**src/rtl/constants_pkg.sv**
```systemverilog
// Shared architectural constants for the front end.
package constants_pkg;

    localparam int unsigned ARCH_LEN = 32;
    localparam int unsigned INST_LEN = 32;
    localparam int unsigned IQ_DEPTH = 4;

    localparam logic [INST_LEN-1:0] NOP_INST = 32'h0000_0013;

endpackage : constants_pkg

```
**src/rtl/instruction_pkg.sv**
```systemverilog
// Instruction payload types passed between fetch and decode.
package instruction_pkg;

    import constants_pkg::*;

    typedef struct packed {
        logic [ARCH_LEN-1:0] pc;
        logic [INST_LEN-1:0] inst;
    } iq_entry_t;

endpackage : instruction_pkg

```
**src/rtl/inst_queue.sv**
```systemverilog
// Instruction queue between fetch and decode: register-array FIFO with
// separate occupancy count and fully registered head/status outputs.
module inst_queue
    import constants_pkg::*;
    import instruction_pkg::*;
#(
    parameter int unsigned DEPTH = IQ_DEPTH
) (
    input  logic                      clk,
    input  logic                      rst,
    input  logic                      flush_in,
    input  logic                      enq_valid_in,
    input  logic [ARCH_LEN-1:0]       enq_pc_in,
    input  logic [INST_LEN-1:0]       enq_inst_in,
    output logic                      enq_ready_out,
    output logic                      deq_valid_out,
    output logic [ARCH_LEN-1:0]       deq_pc_out,
    output logic [INST_LEN-1:0]       deq_inst_out,
    input  logic                      deq_ready_in,
    output logic [$clog2(DEPTH):0]    count_out
);

    localparam int unsigned PTR_W = $clog2(DEPTH);
    localparam int unsigned CNT_W = $clog2(DEPTH) + 1;

    iq_entry_t        mem_q [DEPTH];
    iq_entry_t        mem_d [DEPTH];
    logic [PTR_W-1:0] head_q, head_d;
    logic [PTR_W-1:0] tail_q, tail_d;
    logic [CNT_W-1:0] count_q, count_d;
    logic             enq_ready_q, enq_ready_d;
    logic             deq_valid_q, deq_valid_d;
    iq_entry_t        head_entry_q, head_entry_d;

    logic do_enq;
    logic do_deq;

    assign do_enq = enq_valid_in & enq_ready_q & ~flush_in;
    assign do_deq = deq_valid_q & deq_ready_in & ~flush_in;

    // Next pointer/count/storage state, then the head view derived from it
    // so the outputs can be registered without a fall-through path.
    always_comb begin
        head_d  = head_q;
        tail_d  = tail_q;
        count_d = count_q;
        mem_d   = mem_q;

        if (flush_in) begin
            head_d  = '0;
            tail_d  = '0;
            count_d = '0;
        end else begin
            if (do_enq) begin
                mem_d[tail_q] = '{pc: enq_pc_in, inst: enq_inst_in};
                tail_d        = tail_q + PTR_W'(1);
            end
            if (do_deq) begin
                head_d = head_q + PTR_W'(1);
            end
            case ({do_enq, do_deq})
                2'b10:   count_d = count_q + CNT_W'(1);
                2'b01:   count_d = count_q - CNT_W'(1);
                default: count_d = count_q;
            endcase
        end

        enq_ready_d  = (count_d != CNT_W'(DEPTH));
        deq_valid_d  = (count_d != '0);
        head_entry_d = '{pc: '0, inst: NOP_INST};
        if (deq_valid_d) begin
            head_entry_d = mem_d[head_d];
        end
    end

    always_ff @(posedge clk or negedge rst) begin
        if (!rst) begin
            head_q       <= '0;
            tail_q       <= '0;
            count_q      <= '0;
            enq_ready_q  <= 1'b1;
            deq_valid_q  <= 1'b0;
            head_entry_q <= '{pc: '0, inst: NOP_INST};
        end else begin
            head_q       <= head_d;
            tail_q       <= tail_d;
            count_q      <= count_d;
            enq_ready_q  <= enq_ready_d;
            deq_valid_q  <= deq_valid_d;
            head_entry_q <= head_entry_d;
        end
    end

    // Payload storage is never exposed while invalid, so it carries no reset.
    always_ff @(posedge clk) begin
        mem_q <= mem_d;
    end

    assign enq_ready_out = enq_ready_q;
    assign deq_valid_out = deq_valid_q;
    assign deq_pc_out    = head_entry_q.pc;
    assign deq_inst_out  = head_entry_q.inst;
    assign count_out     = count_q;

endmodule : inst_queue
```
**config.mk**
```make
export PLATFORM = sky130hd
export DESIGN_NAME = inst_queue
export DESIGN_NICKNAME = d
export VERILOG_FILES = /design/src/rtl/constants_pkg.sv /design/src/rtl/instruction_pkg.sv /design/src/rtl/inst_queue.sv
export SDC_FILE = /design/constraint.sdc
export NUM_CORES = 1
export LEC_CHECK = 0
export CORE_MARGIN = 5
export CORE_UTILIZATION = 55
export DETAILED_ROUTE_END_ITERATION = 16
export PLACE_DENSITY = 0.77
export SYNTH_ARGS = -nofsm -noshare
export SYNTH_HDL_FRONTEND = slang
export SYNTH_SLANG_ARGS = --single-unit
```
**constraint.sdc**
```tcl
create_clock -name clk -period 5 [get_ports clk]
set_clock_uncertainty 0.05 [all_clocks]
set_input_delay 1.5 -clock clk [delete_from_list [all_inputs] [get_ports clk]]
set_output_delay 1.5 -clock clk [all_outputs]
set_load 0.05 [all_outputs]
```
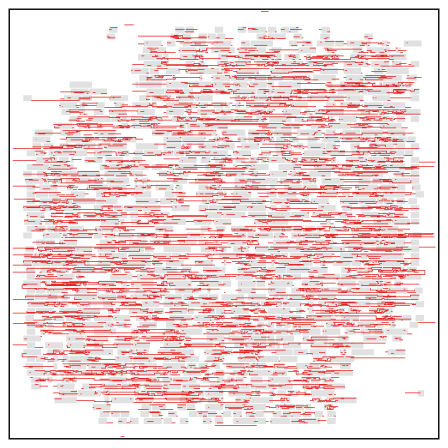
run_1/m1.png
Cells faint in the background.
wire length on this layer: 13400 um
nets with wire on the layer: 1222
longest straight run: 45.1 um
share of all routed wire: 42%
main direction: horizontal
final wirelength: 31700 um
via count of the routed design: 9829
GRT met1 Usage: 27.1%

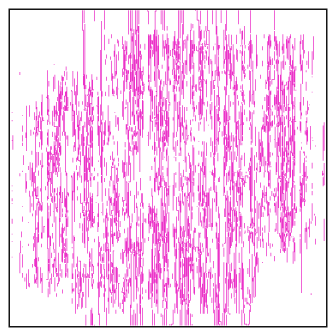
run_1/m2.png
longest straight run: 56.1 um
wire length on this layer: 15900 um
main direction: vertical
share of all routed wire: 50%
nets with wire on the layer: 1221

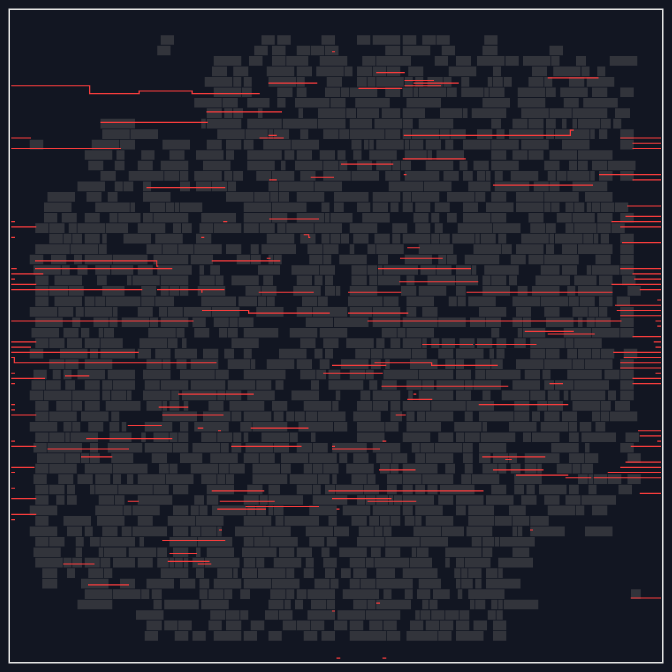
run_1/m3.png
Cells faint in the background.
longest straight run: 65.8 um
main direction: horizontal
nets with wire on the layer: 104
global-route met3 utilization: 3.84%

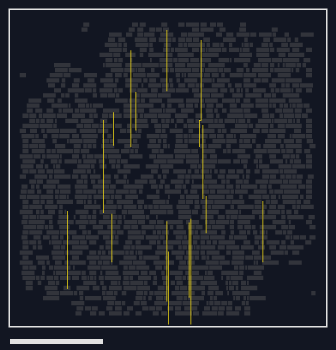
run_1/m4.png
The bar under the picture is 50 um long. Cells faint in the background.
share of all routed wire: 1.8%
wire length on this layer: 567 um
nets with wire on the layer: 11

-- run 1: placed cells by master (no fill, tap or decap), drive strengths merged, types with 2 or more instances in the layout --
cell type      count
a21oi              2
a22oi              3
and2               2
buf               21
clkbuf            55
clkdlybuf4s50    136
clkinv             6
dfrtp             69
dfstp              4
dfxtp            256
diode              3
ha                 5
inv                4
mux2             256
mux2i              4
nand2              3
nand3              2
nor2              67
nor2b              3
nor3b              6
o211ai            67
o21ai              3
o31ai             61
o32ai             61
or3              196
xnor2              4
xor2               2
-- run 1: worst register-to-register path, delay by kind of cell, from the launching register on --
kind / cells / cell delay [ps]
AND-OR/OR-AND: 2 / 570
flip-flops: 1 / 550
buffers and inverters: 2 / 340
adder cells (fa/ha/maj): 2 / 690
XOR/XNOR: 2 / 370
AND/OR/NAND/NOR: 3 / 640
-- run 1: power by group through the flow --
stage | clock [mW] | combinational (mW) | sequential, mW
2_1_floorplan | 0 | 1.32 | 3.91
3_3_place_gp | 0 | 2.00 | 3.70
3_5_place_dp | 0 | 2.06 | 3.73
4_1_cts | 2.60 | 2.08 | 3.69
5_1_grt | 2.71 | 2.23 | 3.77
6_report | 2.54 | 2.06 | 3.68
-- run 1: flip-flops by register name, summed over array words and instances, names as in the netlist --
name           count
mem_q            256
deq_inst_out      32
deq_pc_out        32
count_out          3
head_q             2
tail_q             2
deq_valid_out      1
enq_ready_out      1
-- run 1: per-layer routing --
metal / global-route usage (%) / up-vias
met3: 3.84 / 40
met4: 6.16 / 0
li1: - / 4633
met5: 0 / -
met1: 27.1 / 4920
met2: 38.7 / 236
-- run 1: per-stage QoR --
stage               total power, mW  setup slack (ps)
global placement               5.70               359
finish                         8.28               720
global route                   8.72               531
detailed placement             5.79               191
floorplan                      5.23              1070
CTS                            8.36               702
==> summary.txt, run 1 <==
Implementation numbers.

- Post-CTS repair ended up resizing 0 cells.
- The first-iteration detailed-routing DRC count is 687.
- In this run the vertical extent of the chip is 170 um.
- The fraction of standard cell area that is sequential is 41.5%.
- The sequential element share of the synthesized area is 49.6%.
- The shortest period the worst path allows reads 4280 ps.
- Registers are responsible for 44.5% of the overall power.
- The leading cell category by total area is flip-flops and latches.
- CTS built an H-tree with a depth of 2.
- In the per-layer breakdown of the detailed-route log, met1 shows 13400 um.
- The maximum net fanout on the critical path reads 22.
- Per report_power, the clock group accounts for 30.7% of the total.
- The number of standard cells after synthesis reads 1192.
- The final timing report counts setup violations totalling 0.
- The detailed route wirelength on metal2 is 15900 um.
- The buffer count excluding the clock tree in the final layout is 157.
- The library cell with the largest summed area after synthesis reads sky130_fd_sc_hd__dfxtp_1.
- The post-placement cell area reads 15600 um2.
- The sequential cell count reads 329.
- The filler cells instantiated in the layout total 1896.
- Looking at the worst setup and hold paths, the clock pins of their registers show a slew of 50 ps.
- The area of the chip is 28800 um2.
- Power spread over the standard cell area amounts to 494 nW/um2.
- The overall overflow remaining after global route is 0.
- The commonest cells after synthesis are sky130_fd_sc_hd__dfxtp_1, sky130_fd_sc_hd__mux2_2, sky130_fd_sc_hd__or3_1, sky130_fd_sc_hd__dfrtp_1.
- The most critical hold endpoint after final layout shows a slack of 422 ps.
- In this run the top signal layer used is met4.
- The die width is 170 um.
- The share of final layout cell area taken by non-clock buffers reads 9.58%.
- The fraction of synthesized cell area taken by the top area cell type reads 36.6%.
- The wire length of the first global-routing pass reads 51600 um.
- The total negative slack is 0 ps.
- The number of antenna violations at the first check in global routing came to 2.
- For the worst min-delay path, the startpoint reported by OpenROAD is mem_q[116].
- The instance count after placement with tap cells included reads 1570.
- The predominant post-synthesis flop cell is sky130_fd_sc_hd__dfxtp_1.
- The number of setup buffers added after CTS is 0.
- The pre-antenna-repair detailed-routing pass consisted of 5 iterations.
- Per STA, the worst path is made up of clkdlybuf4s50_1 > nand2_2 > nor2_1 > inv_1 > ha_1 > fa_1 > xnor2_2 > xnor2_1 > a221oi_4 > nand2_4 > buf_12 > o32ai_1.
- Hold analysis lists the worst path endpoint as mem_q[116].
- The number of nets in the layout is 1352.
- The largest combinational cell category by area reads multiplexers.
- In this run the cell area of the synthesized design comes to 14000 um2.
- The count of yosys warnings during synthesis reads 0.
- The OpenROAD report gives the critical path a required time of 5340 ps.
- The max-slew headroom at the worst pin is 40.8%.
- The number of hold buffers added after cts is 0.
- The most critical setup path has its startpoint at enq_valid_in.
- The share of cell area taken by muxes after synthesis is 21.0%.
- Total global-route track usage over all layers is 21.7%.
- The run finished with clean final reports.
- The HPWL reported at the end of detailed placement is 17600 um.
- The aoi/oai-family share of the synthesized area reads 13.4%.
- The average vias per placed instance is 6.02.
- After synthesis, the cell types taking the most area are sky130_fd_sc_hd__dfxtp_1, sky130_fd_sc_hd__mux2_2, sky130_fd_sc_hd__dfrtp_1.
- The final core area utilization is 66.8%.
- The number of nets in the synthesized netlist is 1267.
- On the critical path the data arrives at 4620 ps.
- STA classifies the critical path startpoint as an input pin.
- The post-synthesis simple-gate area fraction is 11.4%.
run_1/congestion_map.png
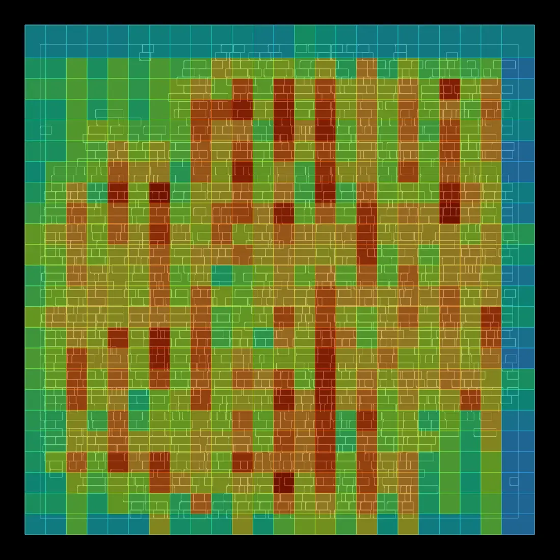

--- run 2 (diff from run 1) ---
--- a/config.mk
+++ b/config.mk
@@ -5,10 +5,12 @@
 export SDC_FILE = /design/constraint.sdc
 export NUM_CORES = 1
 export LEC_CHECK = 0
+export CAP_MARGIN = 20
+export CORE_ASPECT_RATIO = 0.7
 export CORE_MARGIN = 5
 export CORE_UTILIZATION = 55
 export DETAILED_ROUTE_END_ITERATION = 16
-export PLACE_DENSITY = 0.77
+export PLACE_DENSITY = 0.87
 export SYNTH_ARGS = -nofsm -noshare
 export SYNTH_HDL_FRONTEND = slang
 export SYNTH_SLANG_ARGS = --single-unit
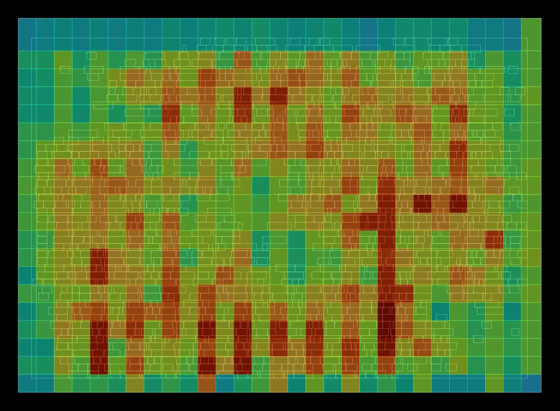
run_2/congestion_map.png
routing usage on met2: 37.5%
GRT met1 Usage: 29.7%
GRT busiest layer: met2

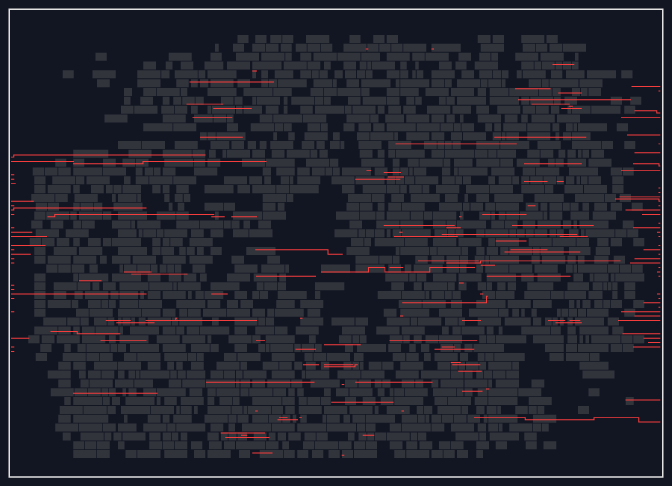
run_2/m3.png
Cells faint in the background.
main direction: horizontal
nets with wire on the layer: 112
wire length on this layer: 1710 um
longest straight run: 58.9 um
final wirelength: 32300 um
global-route met3 utilization: 4.04%

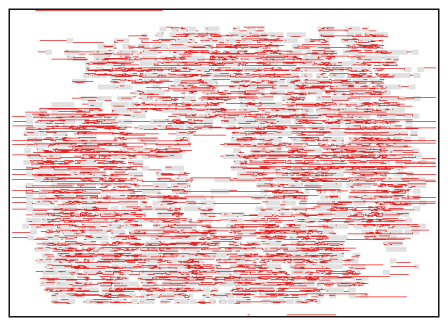
run_2/m1.png
Cells faint in the background.
share of all routed wire: 46%
longest straight run: 59.3 um
nets with wire on the layer: 1233

==> run 2 against run 1 <==
- total power fell by 2.9%
- combinational power barely moved
- synthesized area did not move
- fmax rose by 0.52%
- die area rose by 0.18%
- critical path type unchanged
==> summary.txt, run 2 <==
Implementation numbers.

- The total negative slack reads 0 ps (unchanged).
- The max-slew violation count is 0 (unchanged).
- The total setup buffers inserted after CTS is 0 (unchanged).
- The origin of the worst min-delay path is mem_q[74] (was mem_q[116]).
- The first-iteration detailed-routing DRC count came to 518 (was 687).
- The number of setup violations in the final report reads 0 (unchanged).
- The largest combinational cell category by area is multiplexers (unchanged).
- The number of antenna violations at the first check in global routing reads 2 (unchanged).
- Run status: completed (unchanged).
- The height of the chip reads 144 um (was 170 um).
- Most numerous cell types in the synthesized netlist: sky130_fd_sc_hd__dfxtp_1, sky130_fd_sc_hd__mux2_2, sky130_fd_sc_hd__or3_1, sky130_fd_sc_hd__dfrtp_1 (unchanged).
- The number of flip-flops in the largest register is 256 (unchanged).
- The aoi/oai-family share of the synthesized area was 13.4% (unchanged).
- The first element of the critical path is enq_valid_in (unchanged).
- The part of the power in the clock network was 28.3% (was 30.7%).
- The max-slew headroom at the worst pin reads 54.7% (was 40.8%).
- The power per unit of standard cell area is 484 nW/um2 (was 494 nW/um2).
- The fraction of synthesized cell area taken by the top area cell type is 36.6% (unchanged).
- The number of warnings the tools reported is 39 (was 41).
- The data required time at the worst endpoint came to 5380 ps (was 5340 ps).
- The global-route usage over all layers reads 22.0% (was 21.7%).
- The sequential element share of the synthesized area reads 49.6% (unchanged).
- The count of instances resized after the clock tree is built is 0 (unchanged).
- The worst setup slack after placement reads 218 ps (was 191 ps).
- The synthesized area is 14000 um2 (unchanged).
- The number of standard cells after synthesis reads 1192 (unchanged).
- The sequential cell fraction of total power is 45.8% (was 44.5%).
- Cell Chain, Critical Path: clkdlybuf4s50_1 > nand2_2 > nor2_1 > inv_1 > ha_1 > fa_1 > xnor2_2 > xnor2_1 > a221oi_4 > o21ai_4 > buf_4 > o32ai_1 (was clkdlybuf4s50_1 > nand2_2 > nor2_1 > inv_1 > ha_1 > fa_1 > xnor2_2 > xnor2_1 > a221oi_4 > nand2_4 > buf_12 > o32ai_1).
- The average vias per placed instance is 6.06 (was 6.02).
- The number of nets in the layout was 1346 (was 1352).
- The clock input transition at the sequential cells of the worst setup and hold paths is 60 ps (was 50 ps).
- The destination of the worst hold path reads mem_q[74] (was mem_q[116]).
- The wire length of the first global-routing pass is 53100 um (was 51600 um).
- The count of yosys warnings during synthesis reads 0 (unchanged).
- The overall overflow remaining after global route is 0 (unchanged).
- The post-synthesis simple-gate area fraction reads 11.4% (unchanged).
- The shortest period the worst path allows reads 4260 ps (was 4280 ps).
- Top cells, area: sky130_fd_sc_hd__dfxtp_1, sky130_fd_sc_hd__mux2_2, sky130_fd_sc_hd__dfrtp_1 (unchanged).
- The I/O pin count is 138 (unchanged).
- The arrival time reported for the critical path endpoint reads 4640 ps (was 4620 ps).
- Highest-count cells in the layout ignoring fill and taps: sky130_fd_sc_hd__mux2_2, sky130_fd_sc_hd__dfxtp_1, sky130_fd_sc_hd__or3_1 (unchanged).
- The vias after detailed routing came to 9815 (was 9829).
- The final core area utilization came to 66.9% (was 66.8%).
- The area of the chip reads 28800 um2 (about the same).
- The number of global-route vias before repair is 10099 (was 9977).
- The total nets after synthesis is 1267 (unchanged).
- The die width reads 201 um (was 170 um).
- The register with the most flip-flops is mem_q (unchanged).
- The total iterations of the first detailed-routing run is 5 (unchanged).
- The predominant post-synthesis flop cell is sky130_fd_sc_hd__dfxtp_1 (unchanged).
- The HPWL reported at the end of detailed placement reads 18400 um (was 17600 um).
- The clock latency at the later pin of the worst-skew pair reads 540 ps (was 500 ps).
- The maximum net fanout on the critical path is 31 (was 22).
- The share of cell area taken by muxes after synthesis reads 21.0% (unchanged).
run 2: stage by stage:
| step | hold WS [ps] | instances | power, mW | cell area [um2] |
|---|---|---|---|---|
| 2_1_floorplan | 401 | 1192 | 5.23 | 14000 |
| 3_3_place_gp | 406 | 1563 | 5.69 | 15600 |
| 3_5_place_dp | 413 | 1563 | 5.81 | 15600 |
| 4_1_cts | 428 | 1619 | 8.10 | 16600 |
| 5_1_grt | 437 | 1620 | 8.47 | 16600 |
| 6_report | 424 | 1620 | 8.04 | 16600 |
run 2: layout make-up:
| type | count | share of cell area, % |
|---|---|---|
| tap | 325 | 2.45 |
| timing repair buffer | 156 | 9.82 |
| clock inverter | 8 | 0.565 |
| multi-input combinational | 749 | 39.8 |
| clock buffer | 48 | 5.35 |
| sequential | 329 | 41.9 |
| inverter | 5 | 0.128 |
run 2: worst max path at each step:
stage / endpoint / slack [ps] / cells after the start
final: deq_inst_out[3] / 740 / 12
after global routing: deq_inst_out[6] / 530 / 12
after CTS: deq_inst_out[3] / 740 / 12
after detailed placement: deq_inst_out[3] / 220 / 12
after global placement: deq_inst_out[7] / 310 / 12
after floorplan: deq_inst_out[13] / 1070 / 10
run 2: routing by layer:
metal | track usage, % | up-vias | part of all wire [%]
li1 | - | 4646 | -
met2 | 37.5 | 237 | 47
met4 | 4.89 | 4 | 1.6
met3 | 4.04 | 48 | 5.3
met5 | 0 | - | 0.12
met1 | 29.7 | 4880 | 46
run 2: power by group through the flow:
stage / registers (mW) / logic [mW] / clock network (mW)
6_report: 3.69 / 2.08 / 2.28
5_1_grt: 3.77 / 2.26 / 2.43
4_1_cts: 3.69 / 2.09 / 2.33
3_5_place_dp: 3.74 / 2.07 / 0
3_3_place_gp: 3.69 / 2.00 / 0
2_1_floorplan: 3.91 / 1.32 / 0
run_2/m4.png
The bar under the picture is 50 um long. Cells faint in the background.
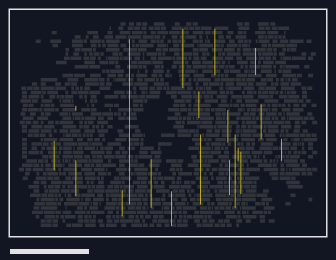

--- run 3 (diff from run 2) ---
--- a/config.mk
+++ b/config.mk
@@ -10,7 +10,8 @@
 export CORE_MARGIN = 5
 export CORE_UTILIZATION = 55
 export DETAILED_ROUTE_END_ITERATION = 16
-export PLACE_DENSITY = 0.87
+export DONT_BUFFER_PORTS = 1
+export PLACE_DENSITY = 0.8
 export SYNTH_ARGS = -nofsm -noshare
 export SYNTH_HDL_FRONTEND = slang
 export SYNTH_SLANG_ARGS = --single-unit
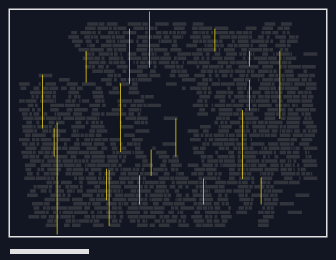
run_3/m4.png
The bar under the picture is 50 um long. Cells faint in the background.
nets with wire on the layer: 9
longest straight run: 70.7 um
final wirelength: 32100 um
via count of the routed design: 9283

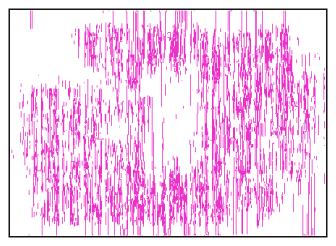
run_3/m2.png
main direction: vertical
longest straight run: 65.5 um
share of all routed wire: 47%

==> run 3 against run 2 <==
- fmax is 10% higher
- die area stayed put
- non-clock buffer count is 139 lower
- combinational power is 26% lower
- synthesized area stayed put
- clock-buffer cell count is 9 lower
- largest power group unchanged
==> summary.txt, run 3 <==
Implementation numbers.

- Run status: completed (unchanged).
- The die width was 201 um (unchanged).
- The clock input transition at the sequential cells of the worst setup and hold paths reads 60 ps (about the same).
- The global-route usage over all layers reads 21.9% (was 22.0%).
- The number of antenna violations at the first check in global routing is 0 (was 2).
- The setup slack of the critical path after layout is 1140 ps (was 742 ps).
- The met1 demand-to-capacity share in global routing reads 28.8% (was 29.7%).
- The total iterations of the first detailed-routing run came to 5 (unchanged).
- The clock latency at the later pin of the worst-skew pair reads 560 ps (was 540 ps).
- The number of warnings the tools reported reads 35 (was 39).
- Most numerous cell types in the synthesized netlist: sky130_fd_sc_hd__dfxtp_1, sky130_fd_sc_hd__mux2_2, sky130_fd_sc_hd__or3_1, sky130_fd_sc_hd__dfrtp_1 (unchanged).
- The area of the chip was 28800 um2 (unchanged).
- The most utilized layer in the global route result is met2 (unchanged).
- The number of setup violations in the final report is 0 (unchanged).
- The max-slew headroom at the worst pin is 41.9% (was 54.7%).
- The worst min-delay path class reads reg -> reg (unchanged).
- The count of yosys warnings during synthesis is 0 (unchanged).
- The origin of the worst min-delay path is mem_q[149] (was mem_q[74]).
- The overall overflow remaining after global route is 0 (unchanged).
- The maximum net fanout on the critical path is 19 (was 31).
- The data required time at the worst endpoint reads 5400 ps (was 5380 ps).
- The arrival time reported for the critical path endpoint reads 4250 ps (was 4640 ps).
- The I/O pin count reads 138 (unchanged).
- The destination of the worst hold path reads mem_q[149] (was mem_q[74]).
- Highest-count cells in the layout ignoring fill and taps: sky130_fd_sc_hd__mux2_2, sky130_fd_sc_hd__dfxtp_1, sky130_fd_sc_hd__or3_1 (unchanged).
- The register with the most flip-flops is mem_q (unchanged).
- The met2 usage in global routing is 35.9% (was 37.5%).
- The overall power after layout reads 7.89 mW (was 8.04 mW).
- The sequential element share of the synthesized area came to 49.6% (unchanged).
- The number of nets in the layout is 1207 (was 1346).
- The first-iteration detailed-routing DRC count is 437 (was 518).
- The top layer used by detailed routing reads met4 (was met5).
- The met1 routed wirelength after detailed routing is 14100 um (was 14900 um).
- The total negative slack came to 0 ps (unchanged).
- The total setup buffers inserted after CTS is 0 (unchanged).
- The detailed route wirelength on metal2 reads 15100 um (about the same).
- The worst setup slack after placement is 580 ps (was 218 ps).
- The max-slew violation count is 0 (unchanged).
- The count of instances resized after the clock tree is built reads 0 (unchanged).
- The total nets after synthesis reads 1267 (unchanged).
- The sort of element at the start of the critical path reads an input pin (unchanged).
- The wire length of the first global-routing pass came to 51700 um (was 53100 um).
- The number of standard cells after synthesis reads 1192 (unchanged).
- The number of global-route vias before repair reads 9337 (was 10099).
- The shortest period the worst path allows is 3860 ps (was 4260 ps).
- The predominant post-synthesis flop cell is sky130_fd_sc_hd__dfxtp_1 (unchanged).
- The met3 layer wire length in the routed design is 2350 um (was 1710 um).
- The synthesized area came to 14000 um2 (unchanged).
- The average vias per placed instance was 6.27 (was 6.06).
- The number of fillers in the final layout is 1923 (was 1805).
- The library cell with the largest summed area after synthesis reads sky130_fd_sc_hd__dfxtp_1 (unchanged).
- The depth of the CTS H-tree is 1 (unchanged).
- Top cells, area: sky130_fd_sc_hd__dfxtp_1, sky130_fd_sc_hd__mux2_2, sky130_fd_sc_hd__dfrtp_1 (unchanged).
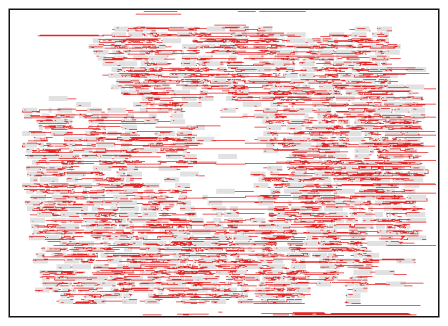
run_3/m1.png
Cells faint in the background.
wire length on this layer: 14100 um
share of all routed wire: 44%
longest straight run: 58.4 um

## run 3: cell counts after synthesis
Identical to the previous run, type by type.
## run 3: worst max-delay path by stage
stage	cells past startpoint	slack, ps	to	startpoint
global route	11	990	deq_inst_out[11]	enq_valid_in
floorplan	10	1070	deq_inst_out[13]	flush_in
finish	11	1140	deq_inst_out[10]	enq_valid_in
global placement	11	680	deq_inst_out[12]	enq_valid_in
detailed placement	11	580	deq_inst_out[10]	enq_valid_in
CTS	11	1160	deq_inst_out[10]	enq_valid_in
## run 3: per-stage QoR
step	instances	util (%)	cell area [um2]	hold WS, ps
floorplan	1192	-	14000	401
global placement	1424	57.2	14200	406
detailed placement	1424	57.2	14200	413
CTS	1480	61.3	15300	428
global route	1481	61.4	15300	437
finish	1481	61.4	15300	424
## run 3: area by class of cell
| class | count | share of cell area, % |
|---|---|---|
| well taps | 325 | 2.66 |
| inverters | 5 | 0.139 |
| clock buffers | 39 | 5.67 |
| multi-input cells | 749 | 43.4 |
| flip-flops and latches | 329 | 45.6 |
| repair buffers | 17 | 1.49 |
| clock inverters | 17 | 1.11 |
## run 3: kinds of logic (layout without fill, tap and decap cells)
family	count (synthesis)	after routing	synth area share, %
flip-flops	329	329	49.6
AND/OR/NAND/NOR	279	279	11.4
multiplexers	260	260	21.0
AND-OR/OR-AND	198	198	13.4
buffers and inverters	114	78	3.57
adder cells (fa/ha/maj)	6	6	0.589
XOR/XNOR	6	6	0.482
## run 3: power breakdown
group          total, mW  switching [mW]  internal, mW
Clock               2.38            1.01          1.38
Combinational       1.53           0.608         0.923
Sequential          3.98           0.611          3.37
Total               7.89            2.22          5.66
Power figures rest on the tool's default switching activity, not on a simulated workload.
